**config.mk**
```make
export PLATFORM = sky130hd
export DESIGN_NAME = mult_share_arbiter
export DESIGN_NICKNAME = d
export VERILOG_FILES = /design/src/rtl/mult_pkg.sv /design/src/rtl/result_fifo.sv /design/src/rtl/wallace_mult.sv /design/src/rtl/mult_share_arbiter.sv
export SDC_FILE = /design/constraint.sdc
export NUM_CORES = 1
export LEC_CHECK = 0
export ABC_CLOCK_PERIOD_IN_PS = 6400
export CAP_MARGIN = 20
export CORE_UTILIZATION = 55
export DETAILED_ROUTE_END_ITERATION = 10
export PLACE_DENSITY = 0.89
export SETUP_SLACK_MARGIN = 0.5
export SLEW_MARGIN = 20
export SYNTH_ARGS = -nofsm -noshare
export SYNTH_HDL_FRONTEND = slang
export SYNTH_SLANG_ARGS = --single-unit
```
**constraint.sdc**
```tcl
create_clock -name clk -period 6.4 [get_ports clk]
set_input_delay 0.96 -clock clk [delete_from_list [all_inputs] [get_ports clk]]
set_output_delay 0.96 -clock clk [all_outputs]
set_load 0.02 [all_outputs]
```
**src/rtl/mult_pkg.sv**
```systemverilog
// rtl/mult_pkg.sv - shared constants and record types for the shared-multiplier arbiter
package mult_pkg;

    localparam int MUL_W    = 16;
    localparam int PROD_W   = 32;
    localparam int MUL_LAT  = 5;
    // Tags carry a fixed-width id; the top uses the low ID_W bits (ID_W must not exceed this).
    localparam int TAG_ID_W = 8;

    typedef struct packed {
        logic                valid;
        logic [TAG_ID_W-1:0] id;
    } mul_tag_t;

    typedef struct packed {
        logic [TAG_ID_W-1:0] id;
        logic [PROD_W-1:0]   product;
    } rsp_entry_t;

endpackage

```
**src/rtl/result_fifo.sv**
```systemverilog
// rtl/result_fifo.sv - synchronous FIFO with a registered head entry and no push-to-pop bypass
module result_fifo #(
    parameter int  DEPTH   = 8,
    parameter type entry_t = logic [7:0]
) (
    input  logic   clk,
    input  logic   rst,
    input  logic   push_valid,
    input  entry_t push_data,
    input  logic   pop_ready,
    output logic   head_valid,
    output entry_t head_data
);

    localparam int AW = (DEPTH > 1) ? $clog2(DEPTH) : 1;
    localparam int CW = $clog2(DEPTH + 1);

    entry_t         mem_q [DEPTH];
    logic [AW-1:0]  wr_ptr_q, wr_ptr_d, rd_ptr_q, rd_ptr_d;
    logic [CW-1:0]  count_q, count_d;
    logic           head_valid_q, head_valid_d;
    entry_t         head_data_q, head_data_d;
    logic           load, full;

    function automatic logic [AW-1:0] next_ptr(input logic [AW-1:0] ptr);
        return (ptr == AW'(DEPTH - 1)) ? '0 : ptr + 1'b1;
    endfunction

    assign full = (count_q == CW'(DEPTH));
    // Refill the head register whenever it is empty or being consumed.
    assign load = (count_q != '0) && (!head_valid_q || pop_ready);

    always_comb begin
        wr_ptr_d     = push_valid ? next_ptr(wr_ptr_q) : wr_ptr_q;
        rd_ptr_d     = load ? next_ptr(rd_ptr_q) : rd_ptr_q;
        count_d      = count_q + CW'(push_valid) - CW'(load);
        head_valid_d = load | (head_valid_q & ~pop_ready);
        head_data_d  = load ? mem_q[rd_ptr_q] : head_data_q;
    end

    always_ff @(posedge clk) begin
        if (rst) begin
            wr_ptr_q     <= '0;
            rd_ptr_q     <= '0;
            count_q      <= '0;
            head_valid_q <= 1'b0;
            head_data_q  <= '0;
        end else begin
            wr_ptr_q     <= wr_ptr_d;
            rd_ptr_q     <= rd_ptr_d;
            count_q      <= count_d;
            head_valid_q <= head_valid_d;
            head_data_q  <= head_data_d;
        end
    end

    always_ff @(posedge clk) begin
        if (push_valid) begin
            mem_q[wr_ptr_q] <= push_data;
        end
    end

    assert property (@(posedge clk) disable iff (rst) !(push_valid && full));

    assign head_valid = head_valid_q;
    assign head_data  = head_data_q;

endmodule

```
**src/rtl/wallace_mult.sv**
```systemverilog
// rtl/wallace_mult.sv - 5-stage pipelined 16x16 unsigned multiplier, tree-reduced partial products
module wallace_mult
    import mult_pkg::*;
(
    input  logic              clk,
    input  logic [MUL_W-1:0]  a,
    input  logic [MUL_W-1:0]  b,
    output logic [PROD_W-1:0] p
);

    localparam int ROWS = MUL_W / 4;

    logic [MUL_W-1:0]  a_q, b_q;
    logic [PROD_W-1:0] grp_d [4];
    logic [PROD_W-1:0] grp_q [4];
    logic [PROD_W-1:0] pair_d [2];
    logic [PROD_W-1:0] pair_q [2];
    logic [PROD_W-1:0] sum_d, sum_q, p_q;

    // Four groups of partial-product rows, then a pairwise adder tree.
    always_comb begin
        for (int j = 0; j < 4; j++) begin
            grp_d[j] = '0;
            for (int i = 0; i < ROWS; i++) begin
                if (b_q[j*ROWS+i]) begin
                    grp_d[j] = grp_d[j] + (PROD_W'(a_q) << (j*ROWS+i));
                end
            end
        end
        pair_d[0] = grp_q[0] + grp_q[1];
        pair_d[1] = grp_q[2] + grp_q[3];
        sum_d     = pair_q[0] + pair_q[1];
    end

    always_ff @(posedge clk) begin
        a_q    <= a;
        b_q    <= b;
        grp_q  <= grp_d;
        pair_q <= pair_d;
        sum_q  <= sum_d;
        p_q    <= sum_q;
    end

    assign p = p_q;

endmodule

```
**src/rtl/mult_share_arbiter.sv**
```systemverilog
// rtl/mult_share_arbiter.sv - round-robin sharing of one pipelined multiplier with credit-protected result queue
module mult_share_arbiter
    import mult_pkg::*;
#(
    parameter int NUM_REQ    = 4,
    parameter int FIFO_DEPTH = 8,
    parameter int ID_W       = $clog2(NUM_REQ)
) (
    input  logic                            clk,
    input  logic                            rst,
    input  logic [NUM_REQ-1:0]              req_valid,
    output logic [NUM_REQ-1:0]              req_ready,
    input  logic [NUM_REQ-1:0][MUL_W-1:0]   req_a,
    input  logic [NUM_REQ-1:0][MUL_W-1:0]   req_b,
    output logic                            rsp_valid,
    input  logic                            rsp_ready,
    output logic [ID_W-1:0]                 rsp_id,
    output logic [PROD_W-1:0]               rsp_p
);

    localparam int CNT_W = $clog2(FIFO_DEPTH + 1);

    logic [CNT_W-1:0]  cnt_q, cnt_d;
    logic [ID_W-1:0]   ptr_q, ptr_d, winner, idx;
    logic              found, issue_ok, accept, push, pop, head_valid;
    mul_tag_t          tag_q [MUL_LAT];
    mul_tag_t          tag_d [MUL_LAT];
    logic [MUL_W-1:0]  mul_a, mul_b;
    logic [PROD_W-1:0] mul_p;
    rsp_entry_t        push_entry, head_entry;
    logic              unused_id_bits;

    // Search from ptr upward, wrapping; first valid requester wins.
    always_comb begin
        found  = 1'b0;
        winner = '0;
        idx    = '0;
        for (int k = 0; k < NUM_REQ; k++) begin
            idx = ID_W'((int'(ptr_q) + k) % NUM_REQ);
            if (!found && req_valid[idx]) begin
                found  = 1'b1;
                winner = idx;
            end
        end
    end

    // A pop in the same cycle does not free a credit for this cycle's issue.
    assign issue_ok = (cnt_q < CNT_W'(FIFO_DEPTH));
    assign accept   = found & issue_ok & ~rst;
    assign push     = tag_q[MUL_LAT-1].valid;
    assign pop      = head_valid & rsp_ready;

    always_comb begin
        req_ready = '0;
        mul_a     = '0;
        mul_b     = '0;
        ptr_d     = ptr_q;
        if (accept) begin
            req_ready[winner] = 1'b1;
            mul_a             = req_a[winner];
            mul_b             = req_b[winner];
            ptr_d             = ID_W'((int'(winner) + 1) % NUM_REQ);
        end

        tag_d[0] = '{valid: accept, id: TAG_ID_W'(winner)};
        for (int s = 1; s < MUL_LAT; s++) begin
            tag_d[s] = tag_q[s-1];
        end

        case ({accept, pop})
            2'b10:   cnt_d = cnt_q + 1'b1;
            2'b01:   cnt_d = cnt_q - 1'b1;
            default: cnt_d = cnt_q;
        endcase

        push_entry = '{id: tag_q[MUL_LAT-1].id, product: mul_p};
    end

    always_ff @(posedge clk) begin
        if (rst) begin
            cnt_q <= '0;
            ptr_q <= '0;
            for (int s = 0; s < MUL_LAT; s++) begin
                tag_q[s] <= '0;
            end
        end else begin
            cnt_q <= cnt_d;
            ptr_q <= ptr_d;
            tag_q <= tag_d;
        end
    end

    wallace_mult u_mult (
        .clk (clk),
        .a   (mul_a),
        .b   (mul_b),
        .p   (mul_p)
    );

    result_fifo #(
        .DEPTH   (FIFO_DEPTH),
        .entry_t (rsp_entry_t)
    ) u_fifo (
        .clk        (clk),
        .rst        (rst),
        .push_valid (push),
        .push_data  (push_entry),
        .pop_ready  (rsp_ready),
        .head_valid (head_valid),
        .head_data  (head_entry)
    );

    assign rsp_valid      = head_valid;
    assign rsp_id         = head_entry.id[ID_W-1:0];
    assign rsp_p          = head_entry.product;
    assign unused_id_bits = ^head_entry.id;

endmodule

```
run_1/class_map.png
Bar = 50 um.
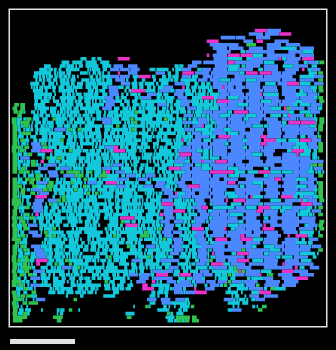
Key: cyan = remaining logic cells [cells 2383]; magenta = clock drivers and dummy loads [cells 101]; blue = registers [cells 563]; green = remaining buffers and delay cells [cells 246]
flop share of the area: 38.0%
row count: 87
core area: 0.0568 sq mm
final instance area: 0.0369 sq mm
fin util: 64.9%

run_1/blocks.png
Bar = 50 um. Other sequential cells in the stronger grey, the rest of the logic in the fainter grey.
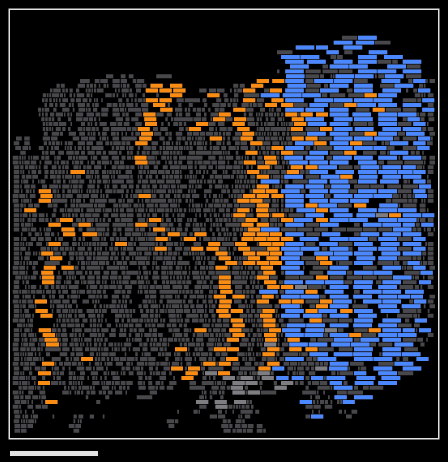
Key: blue = u_fifo [placed flops 317]; orange = u_mult [placed flops 225]
Another 21 sequential cells are not coloured.
non-filler cells, final: 4050
Die Size: 0.0590 sq mm

run_1/ff_map.png
Bar = 50 um. Other sequential cells in the stronger grey, the rest of the logic in the fainter grey.
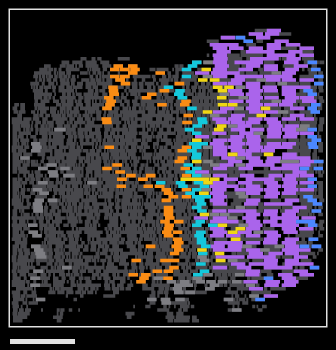
Key: cyan = u_mult.pair_q [placed flops 49]; yellow = u_mult.sum_q [placed flops 32]; purple = u_fifo.mem_q [placed flops 272, where a column on the right]; blue = u_fifo.head_data [placed flops 34]; orange = u_mult.grp_q [placed flops 80]
Sequential Power: 5430 uW
register area: 0.0140 sq mm

==> run_results.csv, run 1 <==
group,metric,value,unit
detailed_routing,drc,0,
sta,finalClockSkew,0.0266,ns
detailed_routing,vias_per_cell,6.04,
floorplanning,taps,756,
global_route,grtUsageMet1,33.3,%
global_route,grt_pass1_wl,126000,um
sta,fin_crit,5.65,ns
yosys,ys_seq_share,43.8,%
cts,clock-sinks,563,
finish,num-multi-input-gates,2273,
cts,ctsHtreeMaxLevel,2,
detailed_routing,drt_wl_total,79700,um
finish,flop-count,563,
sta,finalSetupTns,0,ns
finish,n_all_inverters,110,
detailed_routing,met2_length,38000,um
floorplanning,die_y,243,um
finish,top_register,"u_fifo.mem_q",
yosys,ys_ff,563,
global_route,grt.total_usage,26.5,%
finish,drive_above_1_share,12.7,%
power_and_ir_drop,vdd_drop_max,0.364,mV
critical_path,r2r_cells,27,
hold_path,worst_hold_path_type,"flip-flop to flip-flop",
yosys,simple_gate_share,13.1,%
finish,n_antenna_cell,1,
power_and_ir_drop,p_clk,3160,uW
critical_path,worst_path_most_repeated_cell,"xnor2_1",
place,dpl.cell_count,3932,
sta,setup_viol,0,
finish,buffers,246,
critical_path,cp_data_arrival_time,6.16,ns
power_and_ir_drop,p_switching,5590,uW
yosys,ff_type,"dfxtp_1",
flow_run,drv_cap,0,
yosys,synth_chip_area,0.0319,sq mm
sta,max_freq,0.177,GHz
detailed_routing,drt-initial-drc-count,1889,
yosys,netlist_area,0.0319,sq mm
critical_path,required,6.91,ns
yosys,xor_area_share,5.60,%
finish,clock_area_share,4.73,%
critical_path,cpLargestDelayFamily,"AND-OR/OR-AND gates",
critical_path,critPathBufInv,2,
finish,lay_top_cells,"326 x nand2_1, 281 x dfxtp_1, 272 x edfxtp_1, 245 x ha_1, 219 x nor2_1",
hold_path,hold_end,"u_mult.sum_q[2]",
finish,fin_nets,3653,
detailed_routing,firstDrtPassIters,5,
detailed_routing,wire_per_inst,19.7,um
sta,timing.hold.ws,0.318,ns
global_route,grt.busiest_layer,"met2",
yosys,yosys-top-cells-area,"edfxtp_1 26%, dfxtp_1 18%, ha_1 9.9%",
place,place_area,0.0347,sq mm
hold_path,hp-start,"u_mult.pair_q[34]",
yosys,yosysTopAreaCellShare,25.6,%
finish,largest_cell_class,"multi-input combinational cells",
floorplanning,dieWidth,243,um
power_and_ir_drop,comb_power_share,42.2,%
finish,buffer_area_share,6.29,%
detailed_routing,vias,24400,
detailed_routing,drtAntennaViolNets,0,
sta,max-slew-margin-rel,28.7,%
global_route,first_global_vias,23700,
cts,cts_resized,10,
hold_path,holdPathStages,0,
outcome,status,"completed",
power_and_ir_drop,p_leak,0.0147,uW
critical_path,reg2reg_slack,0.75,ns
global_route,use_met3,4.62,%
yosys,fa_ha_area_share,11.1,%
power_and_ir_drop,pwr-share-seq,36.6,%
place,gp_congestion,0.930,
finish,nFillCells,4153,
critical_path,critPathCaptureType,"flip-flop",
yosys,async_reset_ff_share,0,%
global_route,grt_overflow_total,0,
finish,sh_comb_area,47.3,%
yosys,syn_avg_cell_area,10.4,sq um
place,dp.final_hpwl,53700,um
==> run 1 -> run 2 <==
--- a/config.mk
+++ b/config.mk
@@ -9,7 +9,7 @@
 export CAP_MARGIN = 20
 export CORE_UTILIZATION = 55
 export DETAILED_ROUTE_END_ITERATION = 10
-export PLACE_DENSITY = 0.89
+export PLACE_DENSITY = 0.83
 export SETUP_SLACK_MARGIN = 0.5
 export SLEW_MARGIN = 20
 export SYNTH_ARGS = -nofsm -noshare
run_2/gates.png
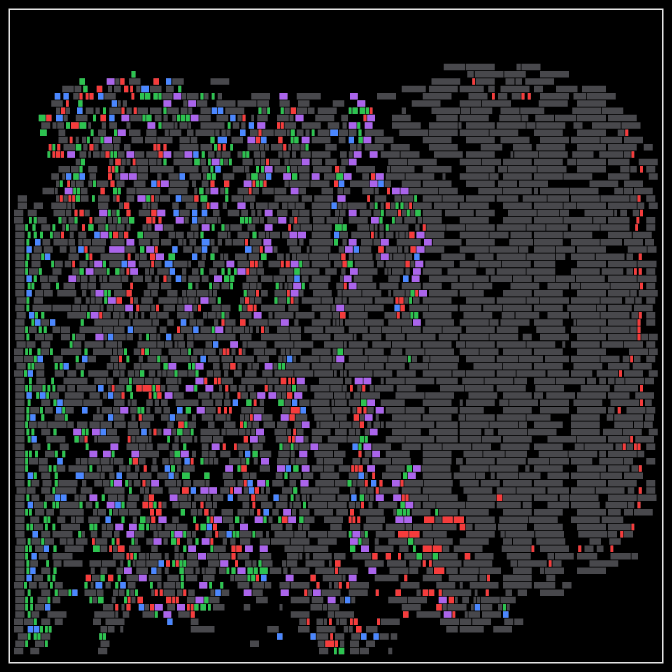
Key: green = nand cells [cells 435, most used nand2_1]; blue = and/or cells [cells 137, most used and3_1]; purple = xor and xnor cells [cells 204, most used xnor2_1]; red = nor cells [cells 336, most used nor2_1, where all over the die]
Comb/total area: 47.3%
most frequent logic cell in the layout: nand2_1
non-filler cells, final: 4049

==> run 2 against run 1 <==
Against the previous run: cell count barely moved; sequential share of layout area rose by 0.073 points; clock skew rose by 0.0026 ns; clock-buffer cell count fell by 3; largest power group unchanged.
==> run_results.csv, run 2 <==
group,metric,value,unit
outcome,status,"completed",
sta,fin_crit,5.71,ns
finish,final_area,0.0368,sq mm
yosys,ff_type,"dfxtp_1",
global_route,grt_pass1_wl,120000,um
yosys,async_reset_ff_share,0,%
finish,clock_area_share,4.69,%
hold_path,hp-start,"u_mult.sum_q[8]",
sta,finalSetupTns,0,ns
critical_path,cpLargestDelayFamily,"AND-OR/OR-AND gates",
global_route,grt_overflow_total,0,
detailed_routing,vias,24000,
finish,top_register,"u_fifo.mem_q",
power_and_ir_drop,p_switching,5380,uW
yosys,netlist_area,0.0319,sq mm
floorplanning,taps,756,
place,place_area,0.0347,sq mm
power_and_ir_drop,power.group.top,"combinational logic",
finish,drive_above_1_share,12.5,%
power_and_ir_drop,p_seq,5400,uW
detailed_routing,firstDrtPassIters,5,
finish,fin_nets,3654,
sta,finalClockSkew,0.0292,ns
flow_run,drv_cap,0,
hold_path,worst_hold_path_type,"flip-flop to flip-flop",
critical_path,required,6.88,ns
detailed_routing,drt_wl_total,76200,um
yosys,synthMuxAreaShare,9.30,%
detailed_routing,vias_per_cell,5.93,
yosys,xor_area_share,5.60,%
critical_path,crit_slowest_cell,"o41ai_2",
finish,n_antenna_cell,0,
global_route,grt.total_usage,25.4,%
detailed_routing,drt-initial-drc-count,1332,
cts,ctsHtreeMaxLevel,2,
sta,max_freq,0.175,GHz
finish,largest_cell_class,"multi-input combinational cells",
critical_path,critPathCaptureType,"flip-flop",
finish,lay_top_cells,"328 x nand2_1, 279 x dfxtp_1, 272 x edfxtp_1, 248 x ha_1, 219 x nor2_1",
yosys,ys_seq_share,43.8,%
floorplanning,design.core.area,0.0568,sq mm
finish,num-multi-input-gates,2273,
power_and_ir_drop,p_leak,0.0147,uW
finish,seq_share,38.0,%
finish,buffers,247,
cts,clock-sinks,563,
place,gp_congestion,0.931,
yosys,fa_ha_area_share,11.1,%
finish,nFillCells,4331,
yosys,simple_gate_share,13.1,%
yosys,synth_chip_area,0.0319,sq mm
floorplanning,die_y,243,um
sta,max-slew-margin-rel,30.8,%
global_route,use_met3,3.16,%
floorplanning,num_rows,87,
power_and_ir_drop,p_clk,3090,uW
detailed_routing,drtAntennaViolNets,0,
finish,buffer_area_share,6.26,%
yosys,edf_count,272,
hold_path,holdPathStages,0,
detailed_routing,drc,0,
place,dp.final_hpwl,52500,um
finish,n_all_inverters,111,
yosys,yosys-top-cells-area,"edfxtp_1 26%, dfxtp_1 18%, ha_1 9.9%",
place,dpl.cell_count,3935,
finish,flop-count,563,
floorplanning,chipArea,0.0590,sq mm
detailed_routing,wire_per_inst,18.8,um
global_route,first_global_vias,22800,
global_route,grtUsageMet1,32.7,%
power_and_ir_drop,finalPower,14600,uW
sta,setup_viol,0,
power_and_ir_drop,pwr-share-seq,37.0,%
critical_path,r2r_cells,26,
critical_path,critPathBufInv,2,
critical_path,reg2reg_slack,0.69,ns
global_route,grt.busiest_layer,"met2",
sta,timing.hold.ws,0.316,ns
power_and_ir_drop,comb_power_share,41.9,%
yosys,syn_avg_cell_area,10.4,sq um
yosys,ys_ff,563,
yosys,yosysTopAreaCellShare,25.6,%
run_2/blocks.png
Bar = 50 um. Other sequential cells in the stronger grey, the rest of the logic in the fainter grey.
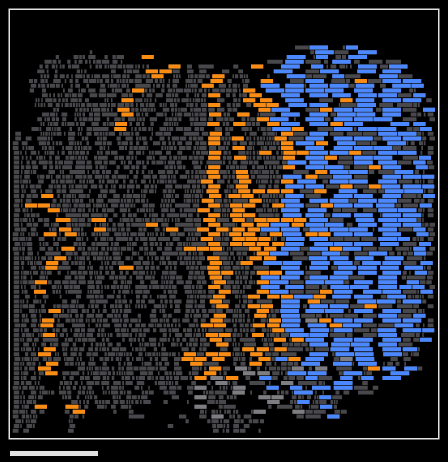
fin util: 64.8%

Power figures rest on the tool's default switching activity, not on a simulated workload.
